$ cat config.mk
export PLATFORM = sky130hd
export DESIGN_NAME = hcsr04_echo_capture
export DESIGN_NICKNAME = d
export VERILOG_FILES = /design/src/rtl/hcsr04_echo_capture.sv
export SDC_FILE = /design/constraint.sdc
export NUM_CORES = 1
export LEC_CHECK = 0
export CAP_MARGIN = 20
export CELL_PAD_IN_SITES_DETAIL_PLACEMENT = 1
export CELL_PAD_IN_SITES_GLOBAL_PLACEMENT = 2
export CORE_MARGIN = 2
export CORE_UTILIZATION = 32
export DETAILED_ROUTE_END_ITERATION = 16
export HOLD_SLACK_MARGIN = 0.15
export PLACE_DENSITY_LB_ADDON = 0.1
export SYNTH_ARGS = -nofsm -noshare
export SYNTH_HDL_FRONTEND = slang
export SYNTH_SLANG_ARGS = --single-unit
$ cat constraint.sdc
create_clock -name clk -period 2 [get_ports clk]
set_clock_uncertainty 0.2 [all_clocks]
set_input_delay 0.4 -clock clk [delete_from_list [all_inputs] [get_ports clk]]
set_output_delay 0.4 -clock clk [all_outputs]
set_load 0.02 [all_outputs]
$ cat src/rtl/hcsr04_echo_capture.sv
// HC-SR04 ranging front end: periodic trigger, echo synchroniser, echo-width
// measurement with timeout, and a valid/ready result port with overrun flag.
module hcsr04_echo_capture #(
   parameter int TRIG_TICKS    = 120,
   parameter int PERIOD_TICKS  = 720000,
   parameter int TIMEOUT_TICKS = 360000,
   parameter int WIDTH         = 24
) (
   input  logic             clk,
   input  logic             rst,
   input  logic             enable,
   output logic             trig_pin,
   input  logic             echo_pin,
   output logic             meas_valid,
   input  logic             meas_ready,
   output logic [WIDTH-1:0] meas_ticks,
   output logic             meas_timeout,
   output logic             overrun
);
   localparam logic [WIDTH-1:0] TRIG_LAST   = WIDTH'(TRIG_TICKS - 1);
   localparam logic [WIDTH-1:0] PERIOD_LAST = WIDTH'(PERIOD_TICKS - 1);
   localparam logic [WIDTH-1:0] WAIT_LAST   = WIDTH'(TIMEOUT_TICKS - 1);
   localparam logic [WIDTH-1:0] TIMEOUT_W   = WIDTH'(TIMEOUT_TICKS);
   localparam logic [WIDTH-1:0] ONE_W       = WIDTH'(1);
   localparam logic [WIDTH-1:0] ZERO_W      = {WIDTH{1'b0}};

   typedef enum logic [2:0] {
      IDLE      = 3'd0,
      TRIG      = 3'd1,
      WAIT_RISE = 3'd2,
      MEASURE   = 3'd3,
      HOLDOFF   = 3'd4
   } state_t;

   state_t           state_r, state_nxt_s;
   logic             sync1_r, echo_s_r, echo_d_r;
   logic             rise_s, fall_s;
   logic [WIDTH-1:0] pcnt_r, wcnt_r, tcnt_r;
   logic             publish_s, pub_timeout_s, accept_s;
   logic [WIDTH-1:0] pub_ticks_s;
   logic             trig_r, valid_r, timeout_r, overrun_r;
   logic [WIDTH-1:0] ticks_r;

   // Two-flop synchroniser on echo plus one delay stage for edge detection
   always_ff @(posedge clk) begin
      if (rst) begin
         sync1_r  <= 1'b0;
         echo_s_r <= 1'b0;
         echo_d_r <= 1'b0;
      end else begin
         sync1_r  <= echo_pin;
         echo_s_r <= sync1_r;
         echo_d_r <= echo_s_r;
      end
   end

   assign rise_s   = echo_s_r & ~echo_d_r;
   assign fall_s   = ~echo_s_r & echo_d_r;
   assign accept_s = valid_r & meas_ready;

   // FSM state register
   always_ff @(posedge clk) begin
      if (rst) state_r <= IDLE;
      else     state_r <= state_nxt_s;
   end

   // FSM next-state logic; TRIG length is timed off the period counter
   always_comb begin
      state_nxt_s = state_r;
      case (state_r)
         IDLE: begin
            if (enable) state_nxt_s = TRIG;
            else        state_nxt_s = IDLE;
         end
         TRIG: begin
            if (pcnt_r == TRIG_LAST) state_nxt_s = WAIT_RISE;
            else                     state_nxt_s = TRIG;
         end
         WAIT_RISE: begin
            if (rise_s)                 state_nxt_s = MEASURE;
            else if (wcnt_r == WAIT_LAST) state_nxt_s = HOLDOFF;
            else                        state_nxt_s = WAIT_RISE;
         end
         MEASURE: begin
            if (fall_s || (tcnt_r == TIMEOUT_W)) state_nxt_s = HOLDOFF;
            else                                 state_nxt_s = MEASURE;
         end
         HOLDOFF: begin
            if (pcnt_r == PERIOD_LAST) state_nxt_s = enable ? TRIG : IDLE;
            else                       state_nxt_s = HOLDOFF;
         end
         default: state_nxt_s = IDLE;
      endcase
   end

   // FSM outputs: result publication (a fall takes priority over the width timeout)
   always_comb begin
      publish_s     = 1'b0;
      pub_timeout_s = 1'b0;
      pub_ticks_s   = ZERO_W;
      case (state_r)
         WAIT_RISE: begin
            if (!rise_s && (wcnt_r == WAIT_LAST)) begin
               publish_s     = 1'b1;
               pub_timeout_s = 1'b1;
            end else begin
               publish_s = 1'b0;
            end
         end
         MEASURE: begin
            if (fall_s) begin
               publish_s   = 1'b1;
               pub_ticks_s = tcnt_r;
            end else if (tcnt_r == TIMEOUT_W) begin
               publish_s     = 1'b1;
               pub_timeout_s = 1'b1;
            end else begin
               publish_s = 1'b0;
            end
         end
         default: publish_s = 1'b0;
      endcase
   end

   // Period, rise-wait and echo-width counters
   always_ff @(posedge clk) begin
      if (rst) begin
         pcnt_r <= ZERO_W;
         wcnt_r <= ZERO_W;
         tcnt_r <= ZERO_W;
      end else begin
         if (state_r == IDLE || pcnt_r == PERIOD_LAST) pcnt_r <= ZERO_W;
         else                                          pcnt_r <= pcnt_r + ONE_W;
         if (state_r == WAIT_RISE) wcnt_r <= wcnt_r + ONE_W;
         else                      wcnt_r <= ZERO_W;
         if (state_r == WAIT_RISE)                tcnt_r <= ONE_W;
         else if (state_r == MEASURE && echo_s_r) tcnt_r <= tcnt_r + ONE_W;
         else                                     tcnt_r <= tcnt_r;
      end
   end

   // Registered trigger and result holding register with overrun detection
   always_ff @(posedge clk) begin
      if (rst) begin
         trig_r    <= 1'b0;
         valid_r   <= 1'b0;
         ticks_r   <= ZERO_W;
         timeout_r <= 1'b0;
         overrun_r <= 1'b0;
      end else begin
         trig_r <= (state_r == TRIG);
         if (publish_s) begin
            valid_r   <= 1'b1;
            ticks_r   <= pub_ticks_s;
            timeout_r <= pub_timeout_s;
            overrun_r <= valid_r & ~meas_ready;
         end else if (accept_s) begin
            valid_r   <= 1'b0;
            overrun_r <= 1'b0;
         end else begin
            overrun_r <= 1'b0;
         end
      end
   end

   assign trig_pin     = trig_r;
   assign meas_valid   = valid_r;
   assign meas_ticks   = ticks_r;
   assign meas_timeout = timeout_r;
   assign overrun      = overrun_r;
endmodule
==> out/qor.rpt <==
STA
--------------------------------------------------------------------------------------------------------
Highest clock frequency the design can meet                                                    424.1 MHz
Tightest slew margin relative to the limit                                                        0.6954
Total Neg Setup Slack                                                                          -9.341 ns
RSZ-0062 raised after global routing                                                                true
Final-report max-slew violation count                                                                  0
Final hold violation count                                                                             0
Worst Setup Slack, final                                                                      -0.3582 ns
Endpoints failing setup                                                                               30
Time the worst path needs with I/O delays and setup                                             2.358 ns
Actual transition at the worst max-transition pin                                              0.4505 ns

LOGIC SYNTHESIS
--------------------------------------------------------------------------------------------------------
Synthesized instance count                                                                           538
Flops & latches, synth                                                                               106
Number of synthesized flops with an enable pin                                                         0
Unique cell type count in the Yosys netlist                                                           44
Synthesized area per cell                                                                      8.686 um2
Yosys stat cell total                                                                                538
Warning count from the yosys run                                                                       0
Fraction of the yosys area taken by sequential cells                                              0.4541

JOB
--------------------------------------------------------------------------------------------------------
Number of warnings in the stage logs                                                                  30
Maxcap violations                                                                                      0

ROUTE
--------------------------------------------------------------------------------------------------------
Count of vias placed by the detailed router                                                         4099
Total Routed Length                                                                             12490 um
Starting DRC count in detailed routing                                                               200
Vias per Instance                                                                                  4.868
First-pass DRT Iterations                                                                              4
Drt drc                                                                                                0

POWER
--------------------------------------------------------------------------------------------------------
Total internal power                                                                          0.003320 W
Clock power share                                                                                  0.467
Combinational share of power                                                                       0.023
Sequential cell fraction of total power                                                            0.510
Leak                                                                                            2.438 nW
Pwr dens                                                                                    649.2 nW/um2
Highest ir drop seen on vdd                                                                    0.4148 mV
Switching part of the total                                                                       0.2018

CELLS AND AREA
--------------------------------------------------------------------------------------------------------
Final Instance Area                                                                             6406 um2
Fraction of layout instances using a drive strength above 1                                       0.2523
Top logic cells by instance count in the layout                                             sky130_fd_sc_hd__dfxtp_1, sky130_fd_sc_hd__buf_4, sky130_fd_sc_hd__nor2_1
Relative area change from synthesis to final layout                                               37.08%
Dominant logic cell type in the layout                                                      sky130_fd_sc_hd__dfxtp_1

PLACED DESIGN
--------------------------------------------------------------------------------------------------------
Quantity of I/O buffers inserted on ports                                                             32
Cell Area, Placed                                                                               5903 um2

CLOCK TREE
--------------------------------------------------------------------------------------------------------
Master cell of the clock root buffer                                                        sky130_fd_sc_hd__clkbuf_16
Clock tree from TritonCTS                                                                          built
Maximum level of the CTS H-tree                                                                        3
Number of sinks on the clock net                                                                     106
Post-CTS clock slew at the launch and capture registers of the worst setup and hold paths        0.07 ns
Clock Tree Buf Depth                                                                                   2
Insertion delay to the later sink of the worst-skew pair                                         0.36 ns
Inserted Clock Buffers                                                                                 9

WORST SETUP PATH
--------------------------------------------------------------------------------------------------------
CP Buf/Inv Count                                                                                       1
Required time at the endpoint of the critical path                                               2.05 ns
Delay of the slowest critical-path stage                                                         0.55 ns
CP Capture Type                                                                                 register
CP max stage cell                                                                           sky130_fd_sc_hd__or4_4
Sort of element at the start of the critical path                                               register
Cell chain of the critical path                                                             or4b_4, or4_4, nor3_4, o21a_4, buf_12, o21ai_2
Worst EP arrival                                                                                 2.41 ns
Top fanout value on the critical path                                                                  9
Kind of cell adding the most delay to the critical path                                     simple AND/OR/NAND/NOR gates

GLOBAL ROUTE
--------------------------------------------------------------------------------------------------------
Met3 global-route usage                                                                          0.03952
Most congested layer reported by global routing                                                     met2
Largest net degree at the start of global routing                                                     25
Via count of the first global-routing pass                                                          4288
GRT overflow                                                                                           0

DIE
--------------------------------------------------------------------------------------------------------
Chip area                                                                                      15590 um2
Horizontal die size                                                                             124.8 um
Init Core Util                                                                                    0.3240
Die Span Y                                                                                      124.8 um
Ports                                                                                                 33

STATUS
--------------------------------------------------------------------------------------------------------
Result of the run                                                                           finished, violations left
Failing checks                                                                              setup timing

WORST HOLD PATH
--------------------------------------------------------------------------------------------------------
Path category of the worst min-delay check                                                       reg2reg

power groups by stage:
stage	combinational, W	clock, W	sequential (W)
after floorplan	0.0000431	0	0.00217
after global placement	0.0000929	0	0.00217
after detailed placement	0.0000936	0	0.00217
after CTS	0.0000962	0.00203	0.00212
after global routing	0.000104	0.00210	0.00212
final	0.0000956	0.00194	0.00212
per-stage QoR:
| step | std cells | setup WS [ns] | hold WS (ns) | power (W) | util |
|---|---|---|---|---|---|
| floorplan | 538 | -0.2174 | 0.2138 | 0.002215 | - |
| global placement | 824 | -0.3043 | 0.2161 | 0.002263 | 0.4093 |
| detailed placement | 824 | -0.3637 | 0.2287 | 0.002263 | 0.4093 |
| CTS | 841 | -0.3660 | 0.2532 | 0.004244 | 0.4383 |
| global route | 842 | -0.4332 | 0.2726 | 0.004329 | 0.4441 |
| finish | 842 | -0.3582 | 0.2464 | 0.004159 | 0.4441 |
layout make-up:
type / instances / area, um2
clock buffer: 13 / 260.3
clock inverter: 2 / 60.06
fill: 1692 / 8018
inverter: 10 / 37.54
multi-input combinational: 399 / 2565
sequential: 106 / 2130
tap: 184 / 230.2
timing repair buffer: 128 / 1124
routing by layer:
| metal | vias to the layer above | share of wire |
|---|---|---|
| li1 | 2081 | - |
| met4 | 0 | 0.010 |
| met5 | - | 0 |
| met1 | 1976 | 0.48 |
| met2 | 35 | 0.49 |
| met3 | 7 | 0.023 |
registers in the layout, summed over array words and instances (netlist names):
register and flops:
meas_valid 1, sync1_r 1, echo_s_r 1, pcnt_r 24, trig_pin 1, meas_timeout 1
wcnt_r 24, tcnt_r 24, meas_ticks 24, overrun 1, state_r 3, echo_d_r 1
cells by family after synthesis:
| logic type | count (synthesis) | share of synthesized area |
|---|---|---|
| AND/OR/NAND/NOR | 288 | 0.3130 |
| flip-flops | 106 | 0.4541 |
| XOR/XNOR | 65 | 0.1218 |
| AND-OR/OR-AND | 41 | 0.06667 |
| buffers and inverters | 33 | 0.03159 |
| adder cells (fa/ha/maj) | 4 | 0.01071 |
| multiplexers | 1 | 0.002142 |
what timing repair did:
action,CTS,global route
setup buffers,2,0
gates cloned,0,1
pin swaps,8,5
setup endpoints to repair,32,74
hold buffers,0,0
resized,18,17
final timing paths:
check	from	end	slack [ns]	depth (start not counted)
max	wcnt_r[22]	meas_ticks[21]	-0.36	6
max reg2reg	wcnt_r[22]	meas_ticks[21]	-0.36	6
min reg2reg	sync1_r	echo_s_r	0.25	1
min	sync1_r	echo_s_r	0.25	1
cell usage after synthesis, drive strengths merged, types with 8 or more instances:
cell type / n / area, um2
nor4: 14 / 93.84
nor3: 15 / 86.34
inv: 10 / 37.54
nor2: 84 / 315.3
dfxtp: 106 / 2122
and3: 16 / 100.1
nand2: 51 / 191.4
xor2: 36 / 315.3
xnor2: 29 / 254.0
nand3: 52 / 260.3
nand4: 17 / 106.4
o21ai: 29 / 216.5
and4: 8 / 70.07
clkbuf: 18 / 67.56
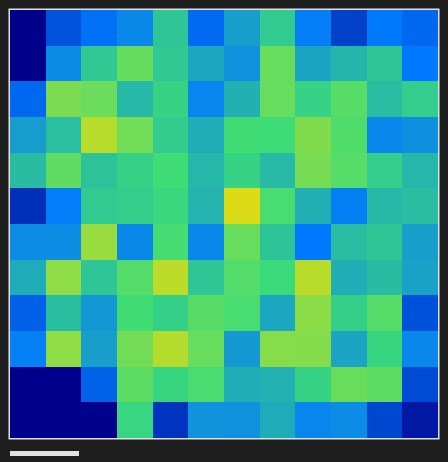
*Placement density heat map*
Scale bar: 20 um. The die is cut into 12 by 12 equal tiles; dark blue is low, red is high, 0 to 100% covered.
nearly empty tiles: 4.9%
densest ninth of the die: center
fullest tile: 70%

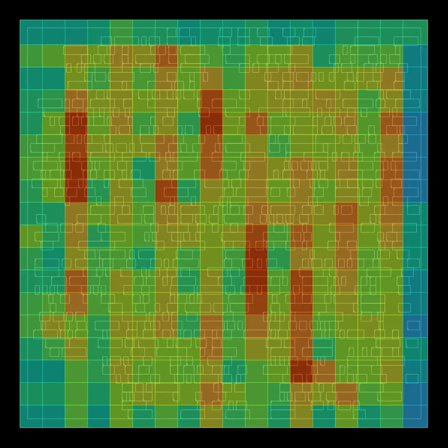
*Congestion heat map*
GRT Total Usage: 0.1696
GR Util met1: 0.2141
average detailed-routed wire length per instance: 14.84 um

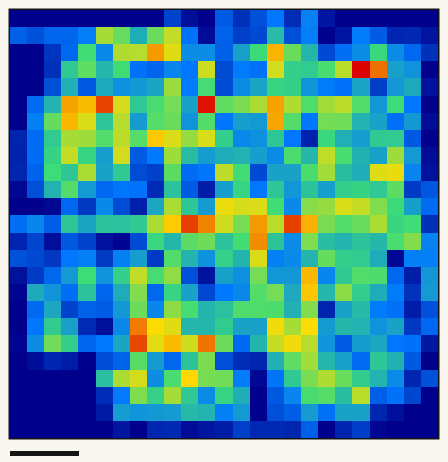
*Wire density map*
Scale bar: 20 um. The die is cut into 25 by 25 equal tiles; dark blue is low, red is high, scaled to the fullest tile. Values are wire area over tile area, all layers added.
emptiest ninth of the die: south-west
nearly empty tiles: 12%
mean over tiles: 0.12
tiles over half the peak: 26%

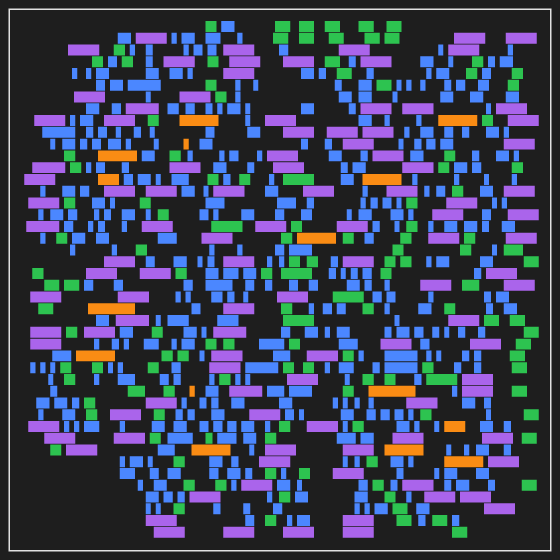
*Cell classes on the final placement*
| color | class | cells | share of their area |
|---|---|---|---|
| purple | flip-flops | 106 | 34% |
| orange | clock drivers and dummy loads | 15 | 5.2% |
| green | other buffers and delay cells | 128 | 18% |
| blue | all other logic | 409 | 42% |
Final Core Density: 0.4441
number of core rows: 44
fraction of standard cell area that is sequential: 0.3324
floorplan core area: 14420 um2

Power is estimated from default activity; no workload was simulated.
